### config.mk
export PLATFORM = sky130hd
export DESIGN_NAME = glitch_burst_gen_flat
export DESIGN_NICKNAME = d
export VERILOG_FILES = /design/src/rtl/glitch_burst_if.sv /design/src/rtl/glitch_burst_gen.sv /design/src/flat_wrapper.sv
export SDC_FILE = /design/constraint.sdc
export NUM_CORES = 1
export LEC_CHECK = 0
export CAP_MARGIN = 0
export CORE_MARGIN = 3
export CORE_UTILIZATION = 45
export DETAILED_ROUTE_END_ITERATION = 6
export PLACE_DENSITY = 0.69
export SLEW_MARGIN = 10
export SYNTH_ARGS = -nofsm -noshare
export SYNTH_HDL_FRONTEND = slang
export SYNTH_SLANG_ARGS = --single-unit
### constraint.sdc
create_clock -name clk -period 5.42 [get_ports clk]
set_input_delay 0.542 -clock clk [delete_from_list [all_inputs] [get_ports clk]]
set_output_delay 0.542 -clock clk [all_outputs]
set_load 0.005 [all_outputs]
### src/rtl/glitch_burst_if.sv
// Control/status bundle for glitch_burst_gen: configuration and arm/abort in,
// glitch drive and burst status out.
interface glitch_burst_if #(
  parameter int CNT_W = 32,
  parameter int NUM_W = 8
);
  logic             arm;
  logic             abort;
  logic [CNT_W-1:0] cfg_delay;
  logic [CNT_W-1:0] cfg_width;
  logic [CNT_W-1:0] cfg_gap;
  logic [NUM_W-1:0] cfg_count;
  logic             glitch;
  logic             armed;
  logic             delay_active;
  logic             busy;
  logic             done;
  logic [NUM_W-1:0] pulse_idx;

  modport master (
    output arm, abort, cfg_delay, cfg_width, cfg_gap, cfg_count,
    input  glitch, armed, delay_active, busy, done, pulse_idx
  );

  modport slave (
    input  arm, abort, cfg_delay, cfg_width, cfg_gap, cfg_count,
    output glitch, armed, delay_active, busy, done, pulse_idx
  );
endinterface

### src/rtl/glitch_burst_gen.sv
// Trigger-synchronised glitch burst generator: after a configurable delay,
// emits cfg_count pulses of cfg_width cycles separated by cfg_gap idle cycles.
module glitch_burst_gen #(
  parameter int CNT_W         = 32,
  parameter int NUM_W         = 8,
  parameter int SYNC_STAGES   = 2,
  parameter bit GLITCH_ACTIVE = 1'b1
) (
  input  logic           clk,
  input  logic           rst_n,
  input  logic           trigger,
  glitch_burst_if.slave  bus
);

  typedef enum logic [2:0] {IDLE, ARMED, DELAY, GLITCH, GAP, DONE} state_t;

  state_t           state_reg, state_next;
  logic [1:0]       rel_reg;
  logic [SYNC_STAGES-1:0] sync_reg;
  logic             prev_reg;
  logic             trig_edge;
  logic [CNT_W-1:0] cnt_reg, cnt_next;
  logic [NUM_W-1:0] idx_reg, idx_next;
  logic [CNT_W-1:0] sh_delay_reg, sh_width_reg, sh_gap_reg;
  logic [NUM_W-1:0] sh_count_reg;
  logic             latch_cfg;
  logic             last_pulse;
  logic             glitch_reg, armed_reg, delay_active_reg, busy_reg, done_reg;

  // Reset release pipeline plus trigger synchroniser and edge history.
  always_ff @(posedge clk or negedge rst_n) begin
    if (!rst_n) begin
      rel_reg  <= '0;
      sync_reg <= '0;
      prev_reg <= 1'b0;
    end else begin
      rel_reg  <= {rel_reg[0], 1'b1};
      sync_reg <= {sync_reg[SYNC_STAGES-2:0], trigger};
      prev_reg <= sync_reg[SYNC_STAGES-1];
    end
  end

  assign trig_edge  = sync_reg[SYNC_STAGES-1] & ~prev_reg;
  assign last_pulse = ({1'b0, idx_reg} + (NUM_W+1)'(1)) == {1'b0, sh_count_reg};

  // Counters are loaded with length-1 so the all-ones length is honoured without wrap.
  always_comb begin
    state_next = state_reg;
    cnt_next   = cnt_reg;
    idx_next   = idx_reg;
    latch_cfg  = 1'b0;
    if (bus.abort) begin
      state_next = IDLE;
    end else begin
      case (state_reg)
        IDLE: begin
          if (bus.arm && rel_reg[1] && (bus.cfg_count != '0) && (bus.cfg_width != '0)) begin
            latch_cfg  = 1'b1;
            idx_next   = '0;
            state_next = ARMED;
          end
        end
        ARMED: begin
          if (trig_edge) begin
            if (sh_delay_reg != '0) begin
              state_next = DELAY;
              cnt_next   = sh_delay_reg - CNT_W'(1);
            end else begin
              state_next = GLITCH;
              cnt_next   = sh_width_reg - CNT_W'(1);
            end
          end
        end
        DELAY: begin
          if (cnt_reg == '0) begin
            state_next = GLITCH;
            cnt_next   = sh_width_reg - CNT_W'(1);
          end else begin
            cnt_next = cnt_reg - CNT_W'(1);
          end
        end
        GLITCH: begin
          if (cnt_reg == '0) begin
            if (last_pulse) begin
              state_next = DONE;
            end else begin
              idx_next = idx_reg + NUM_W'(1);
              if (sh_gap_reg == '0) begin
                state_next = GLITCH;
                cnt_next   = sh_width_reg - CNT_W'(1);
              end else begin
                state_next = GAP;
                cnt_next   = sh_gap_reg - CNT_W'(1);
              end
            end
          end else begin
            cnt_next = cnt_reg - CNT_W'(1);
          end
        end
        GAP: begin
          if (cnt_reg == '0) begin
            state_next = GLITCH;
            cnt_next   = sh_width_reg - CNT_W'(1);
          end else begin
            cnt_next = cnt_reg - CNT_W'(1);
          end
        end
        DONE:    state_next = IDLE;
        default: state_next = IDLE;
      endcase
    end
  end

  // Status outputs are registered from the next state so they track state_reg exactly.
  always_ff @(posedge clk or negedge rst_n) begin
    if (!rst_n) begin
      state_reg        <= IDLE;
      cnt_reg          <= '0;
      idx_reg          <= '0;
      sh_delay_reg     <= '0;
      sh_width_reg     <= '0;
      sh_gap_reg       <= '0;
      sh_count_reg     <= '0;
      glitch_reg       <= ~GLITCH_ACTIVE;
      armed_reg        <= 1'b0;
      delay_active_reg <= 1'b0;
      busy_reg         <= 1'b0;
      done_reg         <= 1'b0;
    end else begin
      state_reg <= state_next;
      cnt_reg   <= cnt_next;
      idx_reg   <= idx_next;
      if (latch_cfg) begin
        sh_delay_reg <= bus.cfg_delay;
        sh_width_reg <= bus.cfg_width;
        sh_gap_reg   <= bus.cfg_gap;
        sh_count_reg <= bus.cfg_count;
      end
      glitch_reg       <= (state_next == GLITCH) ? GLITCH_ACTIVE : ~GLITCH_ACTIVE;
      armed_reg        <= (state_next == ARMED);
      delay_active_reg <= (state_next == DELAY);
      busy_reg         <= (state_next != IDLE);
      done_reg         <= (state_next == DONE);
    end
  end

  assign bus.glitch       = glitch_reg;
  assign bus.armed        = armed_reg;
  assign bus.delay_active = delay_active_reg;
  assign bus.busy         = busy_reg;
  assign bus.done         = done_reg;
  assign bus.pulse_idx    = idx_reg;

endmodule

### src/flat_wrapper.sv
// flat-port wrapper written by rule: the top's interface ports become plain ports
module glitch_burst_gen_flat 
#(
  parameter int CNT_W         = 32,
  parameter int NUM_W         = 8,
  parameter int SYNC_STAGES   = 2,
  parameter bit GLITCH_ACTIVE = 1'b1
)
  (clk, rst_n, trigger, bus_arm, bus_abort, bus_cfg_delay, bus_cfg_width, bus_cfg_gap, bus_cfg_count, bus_glitch, bus_armed, bus_delay_active, bus_busy, bus_done, bus_pulse_idx);
  glitch_burst_if #(.CNT_W(CNT_W), .NUM_W(NUM_W)) bus_i ();
  input  logic clk;
  input  logic rst_n;
  input  logic trigger;
  input wire logic [$bits(bus_i.arm)-1:0] bus_arm;
  input wire logic [$bits(bus_i.abort)-1:0] bus_abort;
  input wire logic [$bits(bus_i.cfg_delay)-1:0] bus_cfg_delay;
  input wire logic [$bits(bus_i.cfg_width)-1:0] bus_cfg_width;
  input wire logic [$bits(bus_i.cfg_gap)-1:0] bus_cfg_gap;
  input wire logic [$bits(bus_i.cfg_count)-1:0] bus_cfg_count;
  output wire logic [$bits(bus_i.glitch)-1:0] bus_glitch;
  output wire logic [$bits(bus_i.armed)-1:0] bus_armed;
  output wire logic [$bits(bus_i.delay_active)-1:0] bus_delay_active;
  output wire logic [$bits(bus_i.busy)-1:0] bus_busy;
  output wire logic [$bits(bus_i.done)-1:0] bus_done;
  output wire logic [$bits(bus_i.pulse_idx)-1:0] bus_pulse_idx;
  assign bus_i.arm = bus_arm;
  assign bus_i.abort = bus_abort;
  assign bus_i.cfg_delay = bus_cfg_delay;
  assign bus_i.cfg_width = bus_cfg_width;
  assign bus_i.cfg_gap = bus_cfg_gap;
  assign bus_i.cfg_count = bus_cfg_count;
  assign bus_glitch = bus_i.glitch;
  assign bus_armed = bus_i.armed;
  assign bus_delay_active = bus_i.delay_active;
  assign bus_busy = bus_i.busy;
  assign bus_done = bus_i.done;
  assign bus_pulse_idx = bus_i.pulse_idx;
  glitch_burst_gen #(.CNT_W(CNT_W), .NUM_W(NUM_W), .SYNC_STAGES(SYNC_STAGES), .GLITCH_ACTIVE(GLITCH_ACTIVE)) u_core (.clk(clk), .rst_n(rst_n), .trigger(trigger), .bus(bus_i));
endmodule
==> qor.yml <==
outcome:
  outcome: "finished, final reports clean"
cts:
  cts_tree: "done"
  cts.sinks: 157
  htreeDepth: 4
  cts_buffer_depth: 2
  clk_latency_ns: 0.43
detailed_routing:
  wl_per_cell_um: 19.1
  firstDrtPassIters: 7
  wl_mm: 25.8
timing:
  slew_viol_final: 0
  fmax_mhz: 229
  finalWorstSetupSlack_ns: 1.05
  rsz0062_at_grt: "no"
global_route:
  antenna_found_initial: 0
  grt_pass1_vias: 7432
power_and_ir_drop:
  power.total_mw: 4.07
  p_leak_nw: 4.41
placed_design:
  globalplace.congestion: 0.956
  post-place-cells: 1322
  port_buffers: 121
synthesis:
  yosys.area_share.simple_pct: 18.3
  mux_share_pct: 13.4
  flop_cell: "dfrtp_1"
  synthTopLogicFamily: "simple AND/OR/NAND/NOR gates"
  syn_avg_cell_area_um2: 9.73
  ys_cells: 963
  synthAoiAreaFrac_pct: 11.6
worst_setup_path:
  worstReg2RegEnd: "u_core.cnt_reg[0]"
  worstPathArrival_ns: 4.71
  cp_data_required_time_ns: 5.77
  crit_type: "reg2reg"
  cp_max_fo: 31
finish:
  diodes: 0
job:
  warnings: 31
-- layer usage --
| layer | wire [um] | track usage (%) |
|---|---|---|
| met1 | 12500 | 35.2 |
| met2 | 11200 | 33.8 |
| met3 | 1890 | 5.09 |
| met4 | 304 | 5.54 |
| met5 | 0 | 0 |
-- cell type report --
type                            count  area, um2  share of cell area, %
Clock buffer                       19        453                   3.97
Clock inverter                     13        130                   1.14
Inverter                           18       67.6                  0.592
Multi-Input combinational cell    746       5190                   45.5
Sequential cell                   157       3930                   34.4
Tap cell                          270        338                   2.96
Timing Repair Buffer              131       1300                   11.4
-- synthesized netlist by cell type, types with 10 or more instances --
library cell | number | share of area [%]
nor2_1 | 85 | 3.4
or4_1 | 22 | 1.8
nor3_1 | 47 | 2.5
nor4_1 | 41 | 2.7
nand3_1 | 15 | 0.80
dfrtp_1 | 157 | 42
mux2_2 | 110 | 13
clkbuf_1 | 30 | 1.2
inv_1 | 18 | 0.72
o21ai_1 | 30 | 1.6
o22ai_1 | 22 | 1.5
nand2b_1 | 10 | 0.67
xor2_1 | 50 | 4.7
or3_1 | 11 | 0.73
nand2_1 | 63 | 2.5
a211oi_1 | 13 | 1.0
o21ai_0 | 30 | 1.6
xnor2_1 | 64 | 6.0
a21oi_1 | 40 | 2.1
-- worst max-delay path, stage by stage, from the launching register on --
cell and delay (ns):
dfrtp_1 0.42, or4_4 0.57, or4_1 0.57, or4_1 0.70, o21ai_0 0.21, o21ai_0 0.13
o21ba_2 0.28, a21bo_1 0.76, buf_4 0.39, a211oi_2 0.05, a21oi_1 0.19
-- where the power goes --
group	internal (mW)	switching (mW)
combinational	0.542	0.490
clock	0.667	0.528
sequential	1.46	0.384
total	2.67	1.40
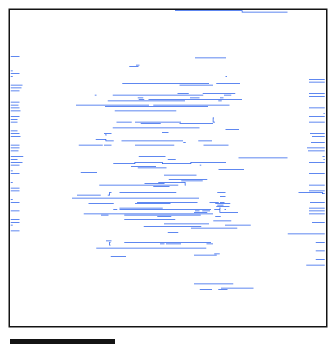
(images/met3.png)
The bar under the picture is 50 um long.
nets with wire on the layer = 145
longest straight run = 61.2 um
main direction = horizontal
share of all routed wire = 7.3%
wire length on this layer = 1890 um

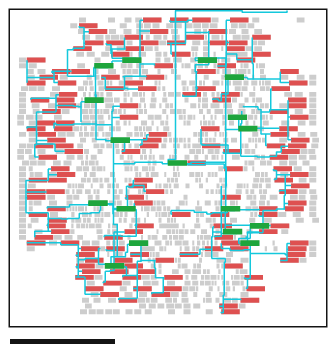
(images/clock_map.png)
The bar under the picture is 50 um long.
red -> flip-flops  # count 157
cyan -> clock wires  # length 2110 um
green -> cells driving clock nets  # count 17
flops lie = all over the die
routed clock nets = 18

Power is estimated from default activity; no workload was simulated.
